===== src/rtl/led7_scan_mux_pkg.sv =====
// led7_pkg: shared constants and scan state type for the 4-digit LED scan multiplexer.
package led7_pkg;
  localparam int N_DIGITS = 4;
  localparam int NIB_W = 4;
  localparam int CNT_W = 20;
  typedef enum logic {BLANK, SHOW} scan_state_t;
endpackage


===== src/rtl/led7_scan_mux_if.sv =====
// led7_scan_mux_if: display value load bus and scan outputs of the LED multiplexer.
interface led7_scan_mux_if;
  import led7_pkg::*;
  logic [N_DIGITS*NIB_W-1:0] data_in;
  logic load;
  logic [N_DIGITS-1:0] dp_in;
  logic [N_DIGITS-1:0] digit_en;
  logic [NIB_W-1:0] nib_out;
  logic [N_DIGITS-1:0] an_n;
  logic dp_n;
  logic frame_tick;
  modport master(output data_in, load, dp_in, digit_en, input nib_out, an_n, dp_n, frame_tick);
  modport slave(input data_in, load, dp_in, digit_en, output nib_out, an_n, dp_n, frame_tick);
endinterface


===== src/rtl/led7_scan_mux_timer.sv =====
// led7_scan_timer: slot prescaler; blank/show phase, digit index, digit-advance and frame-wrap strobes.
module led7_scan_timer import led7_pkg::*; #(
  parameter int SCAN_DIV = 50000,
  parameter int BLANK_CYC = 16
) (
  input  logic        clk,
  input  logic        rst_n,
  output scan_state_t phase,
  output logic [1:0]  idx,
  output logic        digit_adv,
  output logic        frame_wrap
);
  scan_state_t st_nxt;
  logic [CNT_W-1:0] cnt, cnt_nxt;
  logic [1:0] idx_nxt;
  always_ff @(posedge clk or negedge rst_n)
    if (!rst_n) begin
      phase <= BLANK;
      cnt <= '0;
      idx <= '0;
    end else begin
      phase <= st_nxt;
      cnt <= cnt_nxt;
      idx <= idx_nxt;
    end
  always_comb begin
    digit_adv = phase == SHOW && cnt == CNT_W'(SCAN_DIV - 1);
    frame_wrap = digit_adv && idx == 2'(N_DIGITS - 1);
    st_nxt = digit_adv ? BLANK : (phase == BLANK && cnt == CNT_W'(BLANK_CYC - 1)) ? SHOW : phase;
    cnt_nxt = digit_adv ? '0 : cnt + 1'b1;
    idx_nxt = idx + {1'b0, digit_adv};
  end
endmodule


===== src/rtl/led7_scan_mux.sv =====
// led7_scan_mux: 4-digit common-anode scan with blanking gaps and frame-boundary commit.
// Optional leading-zero blanking when LED7_LZB_EN is defined.
module led7_scan_mux import led7_pkg::*; #(
  parameter int SCAN_DIV = 50000,
  parameter int BLANK_CYC = 16
) (
  input logic clk,
  input logic rst_n,
  led7_scan_mux_if.slave bus
);
  localparam int W = N_DIGITS * NIB_W;
  scan_state_t phase;
  logic [1:0] idx, idx_n;
  logic digit_adv, frame_wrap, pending_valid, lit;
  logic [W-1:0] active, pending, act_nxt;
  logic [N_DIGITS-1:0] active_dp, pending_dp, dp_nxt, en_q, sup;
`ifdef LED7_LZB_EN
  logic z;
`endif
  led7_scan_timer #(.SCAN_DIV(SCAN_DIV), .BLANK_CYC(BLANK_CYC)) u_timer (
    .clk(clk), .rst_n(rst_n), .phase(phase), .idx(idx), .digit_adv(digit_adv), .frame_wrap(frame_wrap)
  );
  always_comb begin
    act_nxt = frame_wrap && bus.load ? bus.data_in : frame_wrap && pending_valid ? pending : active;
    dp_nxt = frame_wrap && bus.load ? bus.dp_in : frame_wrap && pending_valid ? pending_dp : active_dp;
    idx_n = idx + 2'd1;
    sup = '0;
`ifdef LED7_LZB_EN
    z = 1'b1;
    for (int k = N_DIGITS - 1; k > 0; k--) begin
      z = z && active[k*NIB_W +: NIB_W] == '0;
      sup[k] = z;
    end
`endif
    lit = phase == SHOW && en_q[idx] && !sup[idx];
    bus.an_n = lit ? ~(N_DIGITS'(1) << idx) : '1;
    bus.dp_n = !(lit && active_dp[idx]);
    bus.frame_tick = frame_wrap;
  end
  // nib_out changes only when a slot's blank phase begins, ahead of the anode
  always_ff @(posedge clk or negedge rst_n)
    if (!rst_n) begin
      active <= '0;
      active_dp <= '0;
      pending <= '0;
      pending_dp <= '0;
      pending_valid <= 1'b0;
      en_q <= '0;
      bus.nib_out <= '0;
    end else begin
      active <= act_nxt;
      active_dp <= dp_nxt;
      en_q <= bus.digit_en;
      if (bus.load && !frame_wrap) begin
        pending <= bus.data_in;
        pending_dp <= bus.dp_in;
      end
      pending_valid <= frame_wrap ? 1'b0 : pending_valid || bus.load;
      if (digit_adv) bus.nib_out <= act_nxt[idx_n*NIB_W +: NIB_W];
    end
endmodule


===== src/flat_wrapper.sv =====
// flat-port wrapper written by rule: the top's interface ports become plain ports
module led7_scan_mux_flat import led7_pkg::*;
#(
  parameter int SCAN_DIV = 50000,
  parameter int BLANK_CYC = 16
)
  (clk, rst_n, bus_data_in, bus_load, bus_dp_in, bus_digit_en, bus_nib_out, bus_an_n, bus_dp_n, bus_frame_tick);
  led7_scan_mux_if bus_i ();
  input logic clk;
  input logic rst_n;
  input wire logic [$bits(bus_i.data_in)-1:0] bus_data_in;
  input wire logic [$bits(bus_i.load)-1:0] bus_load;
  input wire logic [$bits(bus_i.dp_in)-1:0] bus_dp_in;
  input wire logic [$bits(bus_i.digit_en)-1:0] bus_digit_en;
  output wire logic [$bits(bus_i.nib_out)-1:0] bus_nib_out;
  output wire logic [$bits(bus_i.an_n)-1:0] bus_an_n;
  output wire logic [$bits(bus_i.dp_n)-1:0] bus_dp_n;
  output wire logic [$bits(bus_i.frame_tick)-1:0] bus_frame_tick;
  assign bus_i.data_in = bus_data_in;
  assign bus_i.load = bus_load;
  assign bus_i.dp_in = bus_dp_in;
  assign bus_i.digit_en = bus_digit_en;
  assign bus_nib_out = bus_i.nib_out;
  assign bus_an_n = bus_i.an_n;
  assign bus_dp_n = bus_i.dp_n;
  assign bus_frame_tick = bus_i.frame_tick;
  led7_scan_mux #(.SCAN_DIV(SCAN_DIV), .BLANK_CYC(BLANK_CYC)) u_core (.clk(clk), .rst_n(rst_n), .bus(bus_i));
endmodule

===== config.mk =====
export PLATFORM = sky130hd
export DESIGN_NAME = led7_scan_mux_flat
export DESIGN_NICKNAME = d
export VERILOG_FILES = /design/src/rtl/led7_scan_mux_pkg.sv /design/src/rtl/led7_scan_mux_if.sv /design/src/rtl/led7_scan_mux_timer.sv /design/src/rtl/led7_scan_mux.sv /design/src/flat_wrapper.sv
export SDC_FILE = /design/constraint.sdc
export NUM_CORES = 1
export LEC_CHECK = 0
export ABC_AREA = 1
export CAP_MARGIN = 20
export CELL_PAD_IN_SITES_DETAIL_PLACEMENT = 1
export CELL_PAD_IN_SITES_GLOBAL_PLACEMENT = 2
export CORE_MARGIN = 3
export CORE_UTILIZATION = 29
export DETAILED_ROUTE_END_ITERATION = 8
export PLACE_DENSITY_LB_ADDON = 0.1
export SETUP_SLACK_MARGIN = 0.4
export SLEW_MARGIN = 40
export SYNTH_ARGS = -nofsm -noshare
export SYNTH_HDL_FRONTEND = slang
export SYNTH_SLANG_ARGS = --single-unit

===== constraint.sdc =====
create_clock -name clk -period 1.86 [get_ports clk]
set_clock_uncertainty 0.15 [all_clocks]
set_input_delay 0.186 -clock clk [delete_from_list [all_inputs] [get_ports clk]]
set_output_delay 0.186 -clock clk [all_outputs]
set_load 0.01 [all_outputs]

Fig. 1: run 1, power grid
Scale bar: 20 um. Pins as bars on the die edge.
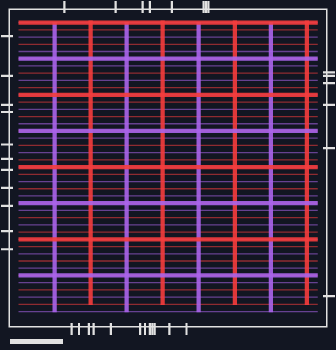
VSS: shown in purple. VDD: shown in red.
8 straps on met5. 41 met1 rails follow the rows. 8 straps on met4. 37 signal pins sit on the boundary. The core has 40 rows.
core region area: 12260 um^2
Chip Height: 119.0 um
die width: 119.0 um
worst ir drop on vdd: 0.4755 mV

Fig. 2: run 1, placed cells, one colour a class
Fill, decap, tap and diode cells in grey.
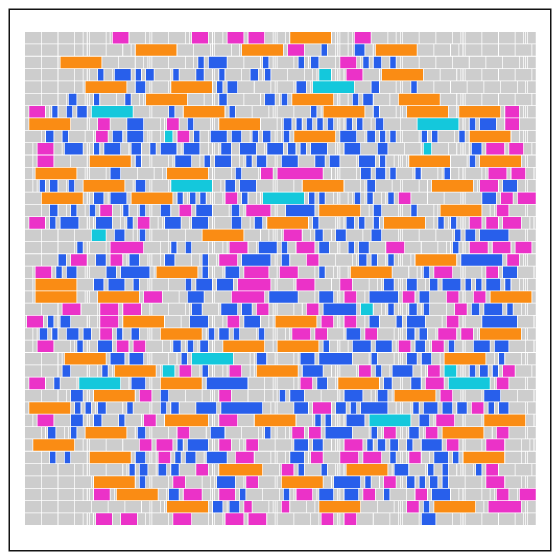
flops: shown in orange, cells 72. clock drivers and dummy loads: shown in cyan, cells 16. all other logic: shown in blue, cells 361. other buffers and delay cells: shown in magenta, cells 150.
utilization after layout: 48.87%
proportion of cell area occupied by registers: 30.11%

Fig. 3: run 1, clock network drawn from the DEF
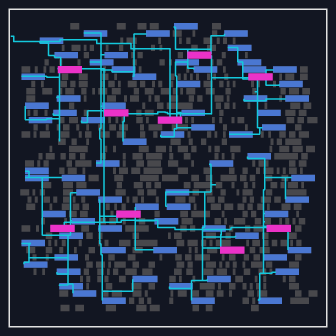
clock wires: shown in cyan, length 1220 um. cells driving clock nets: shown in magenta, count 9. flip-flops: shown in blue, count 72.
There are 10 routed clock nets. Position of the flops: widely spread.
Clock group: 1630 uW
fraction of power consumed by the clock network: 47.1%
Skew-Pair Late Insertion Delay: 350 ps

==> run summary, run 1 <==
Quick summary of the implementation run below.

The number of clock buffers inserted by TritonCTS is 9. For the worst reg-to-reg path, the endpoint reported by OpenROAD is u_core.bus.nib_out[1]. The number of cells traversed by the worst register-to-register path is 13. The post-CTS clock slew at the launch and capture registers of the worst setup and hold paths is roughly 60 ps. The net load switching power is 860.1 uW.

The number of buffers on the longest clock path came out at 2. The detailed router reports a met2 wire length of about 6100 um. Clock cells make up ~4.6% of the layout cell area. Looking at the setup timing report, the critical path kind is flop to flop. The flow ran to the end, but the final reports show violations. The worst hold slack is ~130 ps. The net count entering floorplan is a little under 500.

The shortest period the worst path allows is 2147 ps. The number of synthesis warnings is 0. Signal routing reaches up to met4. The accumulated negative setup slack is -6571 ps. On met2, the global router reports a usage of between 20% and 30%. The area fraction in xor and xnor cells is about 2.4%. The OpenROAD warning count is 32. The area of all placed cells without fillers came out at between 5000 and 6000 um^2. The overall global routing resource usage came out at approximately 18%. The group that draws the most power in this run is clock. The count of hold-fix buffers inserted at cts came out at 1. The flow inserted about 170 tap cells. The post-detailed-route DRC marker count came out at 0.

The global route stage reports its total congestion overflow as 0. The number of flip-flops in the largest register came out at 20. The global-route wire length before repair is about 20000 um. Among the non-sequential cells, simple AND/OR/NAND/NOR gates take the most area. The remaining max-slew budget at the tightest pin came out at 71.48%. The number of synthesized flops with an enable pin is 0. Per the hold report, the tightest min-delay path originates at bus_digit_en[3]. The report lists the cells along the critical path as or2_4 -> nor2_4 -> nand2_4 -> nor2_8 -> nand3_4 -> clkinv_4 -> buf_12 -> nand2_4 -> nand3_2 -> nand3_2 -> nand2_1 -> nand2_1 -> nand2_1.

The layout filler cell count is 1397. The largest area contributor in the synthesized netlist is sky130_fd_sc_hd__dfrtp_1. Setup repair after global routing could not meet its margin everywhere. The number of vias per cell after detailed routing came out at about 4.6.

The sequential cell count came out at between 70 and 80. STA puts the critical path data required time at around 2000 ps. Net switching is between 20% and 30% of the power. Per Yosys stat, the portion of area used by sequential elements is 48.67%. OpenSTA lists the critical path startpoint as u_core.u_timer.cnt[17]. The number of logic stages on the critical path including buffering came out at 13. The slowest stage of the critical path belongs to the cell sky130_fd_sc_hd__dfrtp_1. The placed instance area came out at slightly below 5000 um^2.

The post-route antenna net violation count came out at 0. The most numerous cell type found on the critical path is sky130_fd_sc_hd__nand2_1. The multi-input combinational cell count came out at between 200 and 300. The number of buffers added for setup after CTS came out at 19.

The layout buffering overhead excluding clock cells came out at approximately a quarter. The top cell type in the final layout, fill and taps aside, is sky130_fd_sc_hd__buf_4. The number of iterations in the first detailed-routing pass came out at 4. The worst setup path is launched from a flop. The max capacitance violation total is 0. The worst path buffer plus inverter count is 2. The share of cell area taken by muxes after synthesis is 0%. The fraction of the mapped netlist area in compound gates is 7.131%.

The count of mapped cells out of synthesis came out at ~450. Sorting the synthesized cells by area gives the leading types as sky130_fd_sc_hd__dfrtp_1, sky130_fd_sc_hd__nand2_1, sky130_fd_sc_hd__inv_1, sky130_fd_sc_hd__nand3_1, sky130_fd_sc_hd__a21oi_1. The layer with the highest usage after global routing is met2. The synthesized design devotes to its leading area cell type 48.67% of total area. The cell leakage power came out at 0.003008 uW.

The synthesized area per cell is ~8.2 um^2. The nature of the critical path endpoint is a flop. The number of flip-flops and latches in the synthesized netlist is ~72. The top fanout value on the critical path is 7. The routed metal-1 wire length is around 5300 um.

The final timing report gives a worst setup slack of -286.8 ps. The initial core utilization came out at a little under a third. Yosys reports that the most numerous cell types are sky130_fd_sc_hd__nand2_1, sky130_fd_sc_hd__dfrtp_1, sky130_fd_sc_hd__inv_1. After the flow finishes, the layout carries non-filler instances totaling around 770.

The placed wire-length estimate after detailed placement came out at ~8000 um. The proportion of power drawn by combinational gates came out at 6.2%. For hold timing, the worst endpoint is u_core.en_q[3]. For this block, the routed nets add up to between 10000 and 15000 um of wire. The leading cell category by total area is logic gates. The chip footprint came out at around 14000 um^2. Yosys instantiated no cell more often than sky130_fd_sc_hd__nand2_1.

Endpoints with negative setup slack in the final report add up to just over 50. The met3 routing resource usage after global routing came out at ~4.7%. The adder-cell share of the synthesized area came out at 2.028%. The number of DRC violations after detailed-routing iteration 0 came out at between 100 and 150.

After layout, the worst path uses 115.4% of the clock period. The count of instantiated cells in the yosys netlist is 449. The post-route total power is between 3000 and 4000 uW. Per the summary, power density relative to cell area is between 500 and 600 nW/um^2. met1 track demand over resource after global routing is roughly 22%. The total internal power is around 2600 uW. In this design, the stage delay of the slowest critical-path cell is between 300 and 400 ps. The pin slew with the least headroom to its limit is ~430 ps. Counting endpoints that fail hold in the final report gives 0. The tree is rooted in a sky130_fd_sc_hd__clkbuf_16. The area used by multi-input combinational logic is 2018 um^2. The share of the final layout cell area in multi-input gates came out at between 30 and 40%. The detail-routed net length per standard cell came out at 15.64 um. The via count of the first global-routing pass is 3904.

The clock tree from TritonCTS is built. Once placement completed, the tool counted placed cells totaling between 700 and 800. In the final layout, the registers with the most flip-flops are u_core.u_timer.cnt: 20 flops, u_core.active: 16 flops, u_core.pending: 16 flops. After synthesis the cells add up to 3702 um^2. The non-clock inverters instantiated in the layout total 71. The min-delay analysis places its worst path in the category input pin to flop. Data arrives at the worst endpoint at about 2300 ps.

The post-cts repair resize count came out at 108. The chip area line of the yosys report is 3702 um^2. For this run, asynchronously set or reset flops after synthesis account for 100.0%. The highest attainable clock frequency is ~470 MHz. The count of clock tree sinks is between 70 and 80. The checks that failed: setup timing. The share of final-layout standard cells stronger than drive strength 1 came out at between 40 and 50%.

In the final layout, excluding clock buffers the buffer count is 150. The maximum level of the CTS H-tree came out at 3. The pre-CTS setup check shows a worst slack of -373.6 ps. The predominant post-synthesis flop cell is sky130_fd_sc_hd__dfrtp_1.

The pin count of the biggest net entering global routing is around 73. The final-layout clock buffer total came out at 9. The placement row count came out at ~40.

The number of cells on the worst hold path came out at 1. The congestion estimate from routability-driven global placement came to 0.7932. The count of final max-slew check failures came out at 0. Of the total synthesized cell area, the portion taken by AND, OR, NAND and NOR gates is 29.94%. The final layout contains 627 nets.

The sequential cell area in the final layout came out at around 1800 um^2. The combinational gate power is between 200 and 250 uW. The synthesis-to-layout area growth is 61.85%. The number of antenna violations at the first check in global routing came out at 0. Setup slack on the worst reg-to-reg path comes out at -290 ps. Across all layers, the routed design uses 3549 vias.

The power consumed by sequential cells came out at about 1600 uW. Per report_power, the sequential group accounts for 46.8% of the total. STA lists the startpoint of the worst register-to-register path as u_core.u_timer.cnt[17]. The number of diodes added for antenna fixing came out at 0. In this run the worst setup path terminates at u_core.bus.nib_out[1]. The post-synthesis cell type count is 35. The count of pins on the block boundary is 37. The register with the most flip-flops in the final layout is u_core.u_timer.cnt. Per the cell usage report, the commonest logic cells after layout are sky130_fd_sc_hd__buf_4, sky130_fd_sc_hd__dfrtp_1, sky130_fd_sc_hd__inv_1.
Fig. 4: run 1, the clock network
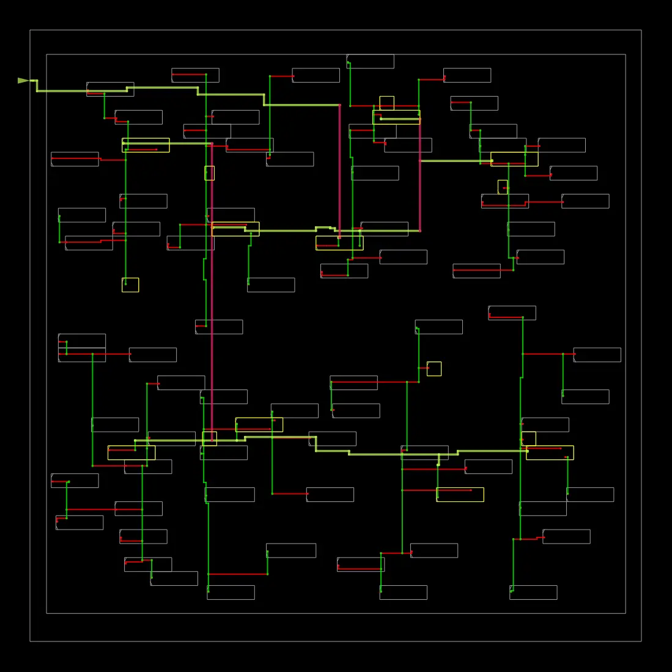

==> run 2: changes to the inputs <==
- SKIP_LAST_GASP: default -> 1
Fig. 5: run 2, the clock network
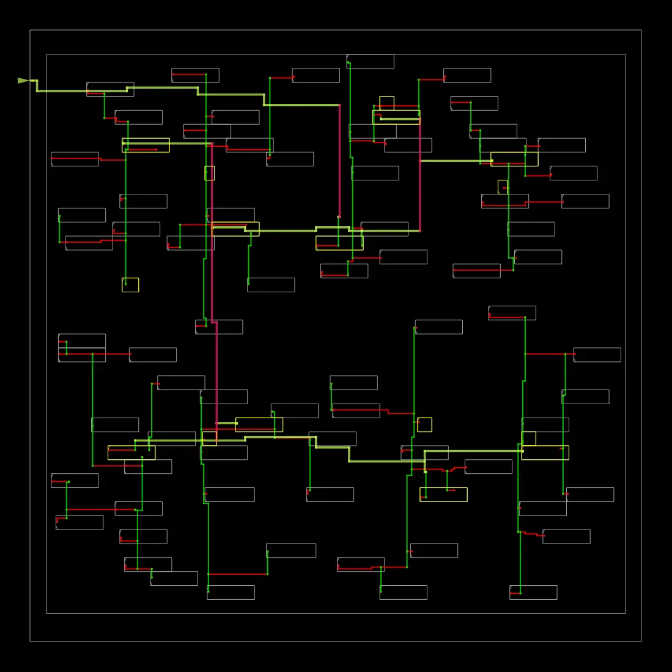
final-layout clock buffer total: 9
CTS Sinks: 72
layout sequential cell count: 72

==> run 2 against run 1 <==
The flow still finishes with violations (setup timing); via count shrank 0.11%; die size is the same; design area is 1.2% lower; clock power about the same; power grew 0.61%; maximum frequency rose by 1.1%; combinational power increased by 9.8%; worst setup slack improved by 24 ps; synthesized area unchanged; non-clock buffer count up 1; register-to-register slack improved by 20 ps; critical path type unchanged.
==> run summary, run 2 <==
Quick summary of the implementation run below.

The flow ran to the end, but the final reports show violations. The checks that failed: setup timing. The layout filler cell count is 1416 (+1.4%).

The area share of the largest cell type after synthesis is 48.67% (unchanged). The worst hold slack is 133.3 ps (+2.304 ps). The count of final max-slew check failures came out at 0 (unchanged). The share of final-layout standard cells stronger than drive strength 1 was 41.00% (-1.9 points). The power consumed by sequential cells was 1620 uW (about the same). The global-route wire length before repair came out at 19830 um (+0.21%). The post-route antenna net violation count is 0 (unchanged). The pin count of the biggest net entering global routing is 73 (unchanged). The cell that appears most often on the critical path is sky130_fd_sc_hd__nand4_1.

The biggest cell delay along the critical path came out at 400 ps (+20 ps). The sequential share of the synthesized area was 48.67% (unchanged). Ranking logic cells in the layout by count gives the top entries sky130_fd_sc_hd__buf_4, sky130_fd_sc_hd__dfrtp_1, sky130_fd_sc_hd__inv_1. The synthesized area per cell came out at 8.246 um^2 (unchanged). The remaining max-slew budget at the tightest pin is 71.42% (about the same). The switching part of the total came out at 24.91% (+0.076 points). The top fanout value on the critical path is 3 (-4). The initial core utilization is 30.19% (unchanged). The number of diodes added for antenna fixing is 0 (unchanged). The global routing met2 resource utilization is 29.92% (unchanged). The placement row count came to 40 (unchanged). The count of nets after finishing is 628 (+0.16%).

The synthesis-to-layout area growth came out at 59.89%. The fraction of power consumed by the clock network was 46.8% (-0.3 points). The via count of the first global-routing pass is 3905 (+0.026%). Ranked by total cell area, the synthesized netlist is headed by sky130_fd_sc_hd__dfrtp_1, sky130_fd_sc_hd__nand2_1, sky130_fd_sc_hd__inv_1, sky130_fd_sc_hd__nand3_1, sky130_fd_sc_hd__a21oi_1.

In the hold report, the worst path ends at u_core.en_q[3]. The share of cell area taken by muxes after synthesis is 0% (unchanged). The number of cells traversed by the worst register-to-register path is 10 (-3).

The pin slew with the least headroom to its limit came to 428.7 ps (+0.9476 ps). The die outline height came out at 119.0 um (unchanged). The met2 wirelength from detailed routing is 6164 um (+0.57%). Clock tree synthesis selected as its root buffer the cell sky130_fd_sc_hd__clkbuf_16.

The biggest area contributor in the post-synthesis netlist is sky130_fd_sc_hd__dfrtp_1. The routed metal-1 wire length is 5461 um (+2.8%). The fraction of the mapped netlist area in compound gates is 7.131% (unchanged). The number of inverters outside the clock class in the layout is 71 (unchanged). The number of DRC violations after detailed-routing iteration 0 came out at 134 (+33%). The most common logic cell in the final layout is sky130_fd_sc_hd__buf_4. The clock group power came out at 1630 uW (about the same). The count of mapped cells out of synthesis came out at 449 (unchanged).

STA lists the startpoint of the worst hold path as bus_digit_en[3]. The routed wire length came to 12200 um (+1.7%). The count of final setup violators came to 55 (+7.8%). More flip-flops sit in one register than any other, and that register is u_core.u_timer.cnt.

The combinational gate power came to 235 uW (+9.8%). The number of vias per cell after detailed routing came to 4.616 (-0.24%). The core footprint was 12260 um^2 (unchanged). The least setup slack across all paths after layout is -262.6 ps (+24.23 ps). The share of the final layout cell area in multi-input gates came out at 33.06% (-0.62 points). The final non-filler cell total is 768 (+0.13%). The number of buffers other than clock buffers in the final layout is 151 (+0.67%). By area, logic gates come first.

The number of cells on the worst hold path came out at 1 (unchanged). The net count entering floorplan came to 482 (unchanged). The number of buffers on the longest clock path came to 2 (unchanged). The post-CTS clock slew at the launch and capture registers of the worst setup and hold paths is 60 ps (about the same).

The floorplan die width came out at 119.0 um (unchanged). The met3 routing resource usage after global routing came out at 4.748% (unchanged). The share of power burned in registers is 46.5% (-0.3 points). The most critical setup path has its startpoint at u_core.u_timer.cnt[0]. The area of all placed cells without fillers is 5919 um^2 (-1.2%).

STA lists the endpoint of the worst register-to-register path as u_core.u_timer.cnt[19]. The post-route core utilization is 48.28% (-0.59 points). The predominant post-synthesis flop cell is sky130_fd_sc_hd__dfrtp_1. The number of tap cells added at floorplan is 168 (unchanged). The number of synthesized flops with an enable pin is 0 (unchanged). The OpenROAD warning count is 32 (unchanged). The post-synthesis cell type with the largest instance count is sky130_fd_sc_hd__nand2_1. The post-route total power is 3485 uW (+0.61%). The layout buffering overhead excluding clock cells came out at 23.65% (+0.099 points). The number of clock buffers inserted by TritonCTS is 9 (unchanged). The number of flip-flops and latches in the synthesized netlist came out at 72 (unchanged). The count of instantiated cells in the yosys netlist is 449 (unchanged).

Of all power groups, the one with the highest power is clock. The post-cts repair resize count came out at 99 (-8.3%). The total congestion overflow after global routing was 0 (unchanged).

The largest registers in the layout are u_core.u_timer.cnt: 20 flops, u_core.active: 16 flops, u_core.pending: 16 flops. TritonCTS built the clock tree. The worst setup path is launched from a flop. The worst setup slack after placement came out at -373.6 ps (unchanged). The overall global routing resource usage is 17.68% (+0.030 points). The share of cell area taken by flip-flops and latches was 30.48% (+0.37 points).

The area fraction in xor and xnor cells came out at 2.366% (unchanged). The max capacitance violation total came to 0 (unchanged). After synthesis, the most frequently instantiated cells are sky130_fd_sc_hd__nand2_1, sky130_fd_sc_hd__dfrtp_1, sky130_fd_sc_hd__inv_1.

The post-detailed-route DRC marker count is 0 (unchanged). The chip area line of the yosys report is 3702 um^2 (unchanged). The global routing met1 resource utilization is 22.32% (+0.090 points). The sequential cell area in the final layout came out at 1804 um^2 (unchanged). The part of the cycle the worst path needs came to 114.1% (-1.3 points).

The nature of the critical path endpoint is a flop. The placed instance area is 4937 um^2 (unchanged). The global placer's final weighted congestion was 0.7932 (unchanged). The proportion of power drawn by combinational gates is 6.7% (+0.5 points).

The worst path buffer plus inverter count is 3 (+1). Setup repair after global routing could not meet its margin everywhere. The cell area after synthesis is 3702 um^2 (unchanged). The hold violation total from the final report came out at 0 (unchanged). The placed instance count is 720 (unchanged). The count of hold-fix buffers inserted at cts is 1 (unchanged). The layer with the highest usage after global routing is met2. The number of flip-flops in the largest register came out at 20 (unchanged). The placed wire-length estimate after detailed placement came out at 7995 um (unchanged).

The number of logic stages on the critical path including buffering was 10 (-3). The required time of the critical path came out at 1950 ps (-40 ps). The number of synthesis warnings was 0 (unchanged).

The flop-to-flop setup slack came out at -260 ps (+20 ps). The multi-input combinational cell count came out at 290 (unchanged). The cell sequence reported for the critical path is buf_4 -> buf_6 -> nand4_1 -> or2_4 -> nor2_4 -> nand4_1 -> nor2_2 -> nand4_1 -> xor2_1 -> inv_1.

The number of iterations in the first detailed-routing pass came out at 4 (unchanged). The power density of the placed cells was 588.7 nW/um^2 (+1.8%). The simple-gate portion of the synthesized area is 29.94% (unchanged). The critical register-to-register path startpoint is u_core.u_timer.cnt[0].

The maximum level of the CTS H-tree is 3 (unchanged). The proportion of register bits with asynchronous set or reset after synthesis was 100.0% (unchanged). Note that the worst hold path type here is input pin to flop.

The area fraction of clock buffers and clock inverters is 4.629% (+0.056 points). The data arrival time of the critical path is 2210 ps (-70 ps). The accumulated negative setup slack is -6231 ps (+340.6 ps). The adder-cell share of the synthesized area came out at 2.028% (unchanged). The area used by multi-input combinational logic was 1957 um^2 (-3.0%). The chip footprint is 14160 um^2 (unchanged). The cell leakage power came out at 0.003002 uW (-0.19%). Among the non-sequential cells, simple AND/OR/NAND/NOR gates take the most area. The highest attainable clock frequency came out at 471.1 MHz (+1.1%).

The maximum vdd drop came to 0.4729 mV (-0.54%). The clock latency at the later pin of the worst-skew pair came out at 350 ps (about the same). The number of buffers added for setup after CTS was 19 (unchanged).

The number of antenna violations at the first check in global routing came out at 0 (unchanged). The net load switching power is 868.0 uW (+0.92%). The shortest period the worst path allows is 2123 ps (-24.23 ps). The total internal power came to 2617 uW (+0.51%). The count of pins on the block boundary came out at 37 (unchanged). The worst setup path is of the flop to flop kind. The most critical setup path has its endpoint at u_core.u_timer.cnt[19]. The post-synthesis cell type count is 35 (unchanged).
Fig. 6: run 2, routed metal, one colour a layer
Scale bar: 20 um. Two of the layers only.
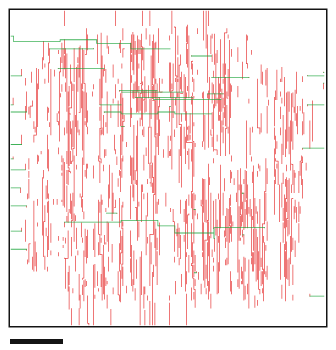
met2: shown in red, wire length 6170 um. met3: shown in green, wire length 419 um.
via count: 3545
WL/cell: 15.88 um

Power is estimated from default activity; no workload was simulated.
